<file path="src/rtl/snoop_bus_arbiter.sv">
// snoop_bus_arbiter: shares one RAM port between CPUS cores with snoop-based coherence
module snoop_bus_arbiter #(
    parameter int CPUS  = 2,
    parameter int WORDS = 2,
    parameter int AW    = 32,
    parameter int DW    = 32
) (
    input  logic                 CLK,
    input  logic                 nRST,
    input  logic [CPUS-1:0]      iREN,
    output logic [CPUS-1:0]      iwait,
    input  logic [CPUS*AW-1:0]   iaddr,
    output logic [CPUS*DW-1:0]   iload,
    input  logic [CPUS-1:0]      dREN,
    input  logic [CPUS-1:0]      dWEN,
    input  logic [CPUS*AW-1:0]   daddr,
    input  logic [CPUS*DW-1:0]   dstore,
    output logic [CPUS-1:0]      dwait,
    output logic [CPUS*DW-1:0]   dload,
    input  logic [CPUS-1:0]      cctrans,
    input  logic [CPUS-1:0]      ccwrite,
    output logic [CPUS-1:0]      ccwait,
    output logic [CPUS-1:0]      ccinv,
    output logic [CPUS*AW-1:0]   ccsnoopaddr,
    output logic                 ramREN,
    output logic                 ramWEN,
    output logic [AW-1:0]        ramaddr,
    output logic [DW-1:0]        ramstore,
    input  logic [DW-1:0]        ramload,
    input  logic [1:0]           ramstate
);
    localparam int PW = $clog2(CPUS);
    localparam int CW = $clog2(WORDS) + 1;

    typedef enum logic [2:0] {IDLE, ARB, DWB, SNOOP, C2C, MEMRD, IFETCH} state_t;

    state_t          state, nstate;
    logic [PW-1:0]   dptr, iptr, win, igr, sup, nwin, nigr, nsup, idx;
    logic [CW-1:0]   wcnt;
    logic [CPUS-1:0] dreq, others;
    logic            acc, last, dfound, ifound, sfound, alldone;

    assign acc  = ramstate == 2'd2;
    assign last = wcnt == CW'(WORDS - 1);

    // round-robin winners, non-winner mask, snoop completion and supplier pick
    always_comb begin
        dreq   = dWEN | cctrans;
        nwin   = dptr;
        nigr   = iptr;
        dfound = 1'b0;
        ifound = 1'b0;
        idx    = '0;
        for (int k = CPUS; k >= 1; k--) begin
            idx = PW'((int'(dptr) + k) % CPUS);
            if (dreq[idx]) begin
                nwin   = idx;
                dfound = 1'b1;
            end
            idx = PW'((int'(iptr) + k) % CPUS);
            if (iREN[idx]) begin
                nigr   = idx;
                ifound = 1'b1;
            end
        end
        others  = ~(CPUS'(1) << win);
        alldone = &(cctrans | ~others);
        nsup    = '0;
        sfound  = 1'b0;
        for (int j = CPUS - 1; j >= 0; j--) begin
            if (others[j] && ccwrite[j]) begin
                nsup   = PW'(j);
                sfound = 1'b1;
            end
        end
    end

    // next-state and per-state bus steering; everything idles at defaults
    always_comb begin
        nstate      = state;
        iwait       = '1;
        dwait       = '1;
        iload       = '0;
        dload       = '0;
        ccwait      = '0;
        ccinv       = '0;
        ccsnoopaddr = '0;
        ramREN      = 1'b0;
        ramWEN      = 1'b0;
        ramaddr     = '0;
        ramstore    = '0;
        case (state)
            IDLE: nstate = |{iREN, dREN, dWEN, cctrans} ? ARB : IDLE;
            ARB: nstate = dfound ? (dWEN[nwin] ? DWB : SNOOP) : (ifound ? IFETCH : IDLE);
            DWB: begin
                ramWEN     = 1'b1;
                ramaddr    = daddr[win*AW +: AW];
                ramstore   = dstore[win*DW +: DW];
                dwait[win] = ~acc;
                nstate     = acc && last ? IDLE : DWB;
            end
            SNOOP: begin
                ccwait = others;
                ccinv  = ccwrite[win] ? others : '0;
                for (int j = 0; j < CPUS; j++) begin
                    if (others[j]) ccsnoopaddr[j*AW +: AW] = daddr[win*AW +: AW];
                end
                if (alldone) nstate = !(dREN[win] || dWEN[win]) ? IDLE : (sfound ? C2C : MEMRD);
            end
            C2C: begin
                ramWEN             = 1'b1;
                ramaddr            = daddr[win*AW +: AW];
                ramstore           = dstore[sup*DW +: DW];
                dload[win*DW +: DW] = dstore[sup*DW +: DW];
                dwait[win]         = ~acc;
                dwait[sup]         = ~acc;
                ccwait             = others;
                nstate             = acc && last ? IDLE : C2C;
            end
            MEMRD: begin
                ramREN             = 1'b1;
                ramaddr            = daddr[win*AW +: AW];
                dload[win*DW +: DW] = ramload;
                dwait[win]         = ~acc;
                ccwait             = others;
                nstate             = acc && last ? IDLE : MEMRD;
            end
            IFETCH: begin
                ramREN             = 1'b1;
                ramaddr            = iaddr[igr*AW +: AW];
                iload[igr*DW +: DW] = ramload;
                iwait[igr]         = ~acc;
                nstate             = acc ? IDLE : IFETCH;
            end
            default: nstate = IDLE;
        endcase
    end

    // state, grant pointers, latched winners and beat counter
    always_ff @(posedge CLK or negedge nRST) begin
        if (!nRST) begin
            state <= IDLE;
            wcnt  <= '0;
            dptr  <= PW'(CPUS - 1);
            iptr  <= PW'(CPUS - 1);
            win   <= '0;
            igr   <= '0;
            sup   <= '0;
        end else begin
            state <= nstate;
            if (state == ARB) begin
                wcnt <= '0;
                if (dfound) begin
                    dptr <= nwin;
                    win  <= nwin;
                end else if (ifound) begin
                    iptr <= nigr;
                    igr  <= nigr;
                end
            end else if (acc && (state == DWB || state == C2C || state == MEMRD || state == IFETCH)) begin
                wcnt <= wcnt + 1'b1;
            end
            if (state == SNOOP && alldone) sup <= nsup;
        end
    end
endmodule

</file>
<file path="config.mk">
export PLATFORM = sky130hd
export DESIGN_NAME = snoop_bus_arbiter
export DESIGN_NICKNAME = d
export VERILOG_FILES = /design/src/rtl/snoop_bus_arbiter.sv
export SDC_FILE = /design/constraint.sdc
export NUM_CORES = 1
export LEC_CHECK = 0
export CAP_MARGIN = 20
export CORE_AREA = 2 2 194 196
export CTS_CLUSTER_SIZE = 14
export DETAILED_ROUTE_END_ITERATION = 7
export DIE_AREA = 0 0 196 198
export GPL_ROUTABILITY_DRIVEN = 0
export PLACE_DENSITY_LB_ADDON = 0.1
export SYNTH_ARGS = -nofsm -noshare
export SYNTH_HDL_FRONTEND = slang
export SYNTH_SLANG_ARGS = --single-unit
</file>
<file path="constraint.sdc">
create_clock -name CLK -period 2 [get_ports CLK]
set_input_delay 0.4 -clock CLK [delete_from_list [all_inputs] [get_ports CLK]]
set_output_delay 0.4 -clock CLK [all_outputs]
set_load 0.005 [all_outputs]
</file>
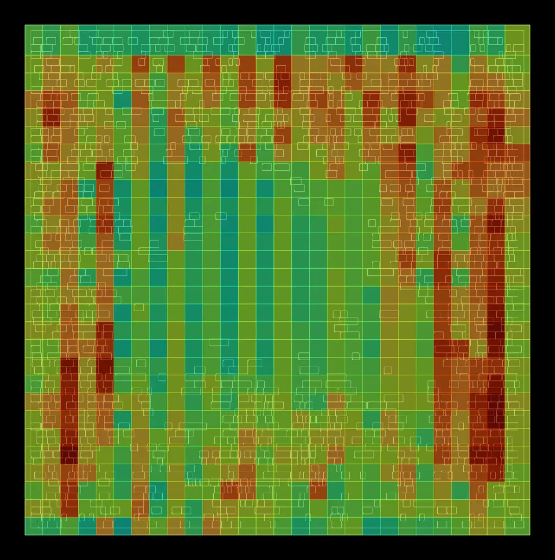
(congestion heat map)
WL per Instance: 23.3 µm
final core utilization: 36.2%
Tot GR Track Use: 19.6%

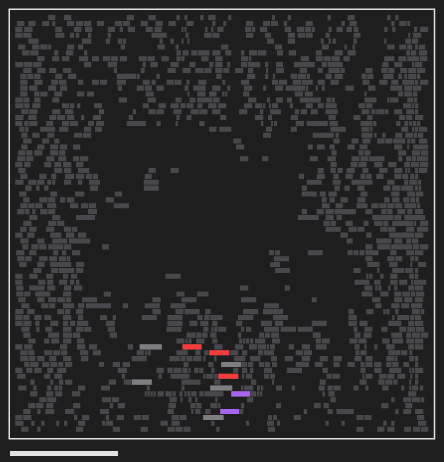
(sequential cells grouped by signal name)
Bar = 50 µm. Other sequential cells in the stronger grey, the rest of the logic in the fainter grey.
name in the netlist	colour	flops
state	red	3
wcnt	purple	2
not coloured	5

==> impl_metrics.py <==
# Metrics from the implementation run
metrics = {
    "global_routing": {
        "grtUsageMet2_pct": 39.2,
        "first_global_vias": 7798,
        "antenna_found_initial": 3,
        "gr-usage-met3_pct": 4.53,
        "grt_pass1_wl_um": 55300,
        "grt_max_degree": 30,
        "top_usage_layer": "met2",
        "use_met1_pct": 20.3,
        "overflow": 0,
    },
    "clocking": {
        "numCtsBuffers": 3,
        "cts_tree": "yes",
        "cts_sinks": 10,
        "clk_pin_slew_ns": 0.05,
        "clockBufferDepth": 2,
        "root_buffer": "clkbuf_16",
        "clk_latency_ns": 0.24,
        "cts_setup_buffers": 104,
        "cts.htree.levels": 1,
        "cts-resized-gates": 1221,
        "hold_buffers": 0,
    },
    "layout": {
        "inverters": 3,
        "instances_no_fill": 1776,
        "comb_share_pct": 34.5,
        "regArea_um2": 264,
        "mostFrequentLayoutCell": "clkdlybuf4s50_1",
        "area_growth_pct": 246,
        "final_cell_mix": "237 x clkdlybuf4s50_1, 195 x buf_6, 120 x buf_4",
        "signal_buffers": 772,
        "nonClkBufAreaFrac_pct": 58.4,
        "largestClassByArea": "non-clock buffers",
        "post_route_cells_drive_above_1_share_pct": 60.7,
        "logic_area_um2": 4610,
        "clkCellAreaFrac_pct": 0.664,
        "final_area_um2": 13400,
        "finalNetCount": 1541,
        "n_antenna_cell": 1,
        "logic_gates": 512,
        "clockBufferCount": 4,
        "fill_cells": 3877,
        "sh_seq_area_pct": 1.97,
        "flop-count": 10,
    },
    "job": {
        "drv_cap": 0,
        "warning_count": 28,
    },
    "synthesis": {
        "top_logic_kind": "simple AND/OR/NAND/NOR gates",
        "synth.distinct_cells": 42,
        "yosys-stat-area_um2": 3870,
        "topCellsByArea": "mux2i_1 25%, and2_1 11%, and3_1 11%",
        "yosysWarningCount": 0,
        "netlist_top_cells_count": "96 x mux2i_1, 78 x nor2_1, 66 x and2_1, 65 x and3_1, 48 x nand2_1",
        "synth.top_cell.area_share_pct": 24.8,
        "yosysTopAreaCell": "mux2i_1",
        "synth_area_um2": 3870,
        "synthXorXnorAreaFrac_pct": 0,
        "adder_share_pct": 0.323,
        "yosys.cell_count.top_type": "mux2i_1",
        "ys_ff": 10,
        "syn-num-nets": 826,
        "synth_cells": 587,
        "synthMuxAreaShare_pct": 25.1,
        "aoi_share_pct": 22.5,
        "ys_seq_share_pct": 6.53,
        "syn_avg_cell_area_um2": 6.59,
        "ff_type": "dfrtp_1",
        "yosys_cells": 587,
        "synthArstFlopShare_pct": 100,
        "edf_count": 0,
        "simple_gate_area_share_pct": 37.8,
    },
    "timing": {
        "tightest_slew_ns": 0.484,
        "worst_slack_ns": -0.379,
        "maxSlewHeadroom_pct": 67.7,
        "hold_slack_ns": 0.492,
        "timing.final.crit_share_pct": 119,
        "tns_ns": -51.89,
        "hold_viol": 0,
        "period_minus_slack_ns": 2.38,
        "fmax_mhz": 420,
        "rsz0062_at_grt": "true",
        "skew_ns": 0.00781,
        "setup_viol": 258,
        "drv_slew": 0,
    },
    "floorplan": {
        "num_tap_cells": 474,
        "fp_util_pct": 10.5,
        "die_h_um": 198,
        "die-area_um2": 38800,
        "io_pins": 504,
        "fp.dieW_um": 196,
        "coreArea_um2": 37000,
        "rows": 71,
    },
    "route": {
        "wl_met1_um": 14700,
        "top_layer": "met5",
        "drtAntennaViolNets": 0,
        "initialDrtViolationCount": 203,
        "dr_wl_met2_um": 22200,
        "vias": 7531,
        "drtPass1Iterations": 4,
        "route.detailed.drc": 0,
        "routed_wl_um": 41400,
        "viasPerCell": 4.24,
        "met3_length_um": 3060,
    },
    "worst_setup_path": {
        "path_max_fanout": 7,
        "r2r_end": "sup",
        "ff2ff_setup_slack_ns": 0.06,
        "critPathMaxStageDelay_ns": 0.43,
        "path_buffers": 7,
        "arrival_ns": 1.98,
        "path_cells": "buf_6, nand3b_1, buf_12, buf_12, buf_8, buf_8, o21ai_4, buf_6, nor2_2, buf_2",
        "reg2reg_from": "state[1]",
        "cp_slowest_cell": "dfrtp_2",
        "cp-end-kind": "output port",
        "path_delay_family": "buffers and inverters",
        "start_kind": "flop",
        "worstSetupPathType": "reg -> out",
        "rr_worst_depth": 12,
        "cp.required_ns": 1.60,
    },
    "power": {
        "vdd_drop_max_v": 0.000336,
        "p_per_area_nw_per_um2": 1030,
        "power.total_uw": 13700,
        "p_leak_uw": 0.00633,
    },
    "status": {
        "status": "finished, violations left",
        "violations": "negative setup slack",
    },
    "placement": {
        "place_inst": 1628,
        "portBuffers": 503,
        "place_ws_ns": -0.614,
        "place_area_um2": 10400,
        "dp_hpwl_um": 28900,
    },
    "worst_hold_path": {
        "hp-class": "in -> async",
    },
}
==> worst max-delay path by stage <==
stage	endpoint	depth (start not counted)	start
final	dload[4]	10	state[1]
after global routing	dload[4]	10	state[1]
after CTS	ramaddr[8]	9	state[1]
after detailed placement	dload[55]	7	dstore[55]
after global placement	dload[23]	7	dstore[55]
after floorplan	ramaddr[10]	5	state[1]
==> where the power goes <==
group	internal, µW	switching (µW)	total [µW]
registers	330	137	467
clock network	301	97.7	399
logic	7150	5720	12900
==> state kept, by name (all words and copies together), names as in the netlist <==
| name | count |
|---|---|
| iptr | 1 |
| state | 3 |
| sup | 1 |
| win | 1 |
| igr | 1 |
| wcnt | 2 |
| dptr | 1 |
No activity file was given, so power comes from the tool's default toggle rates.
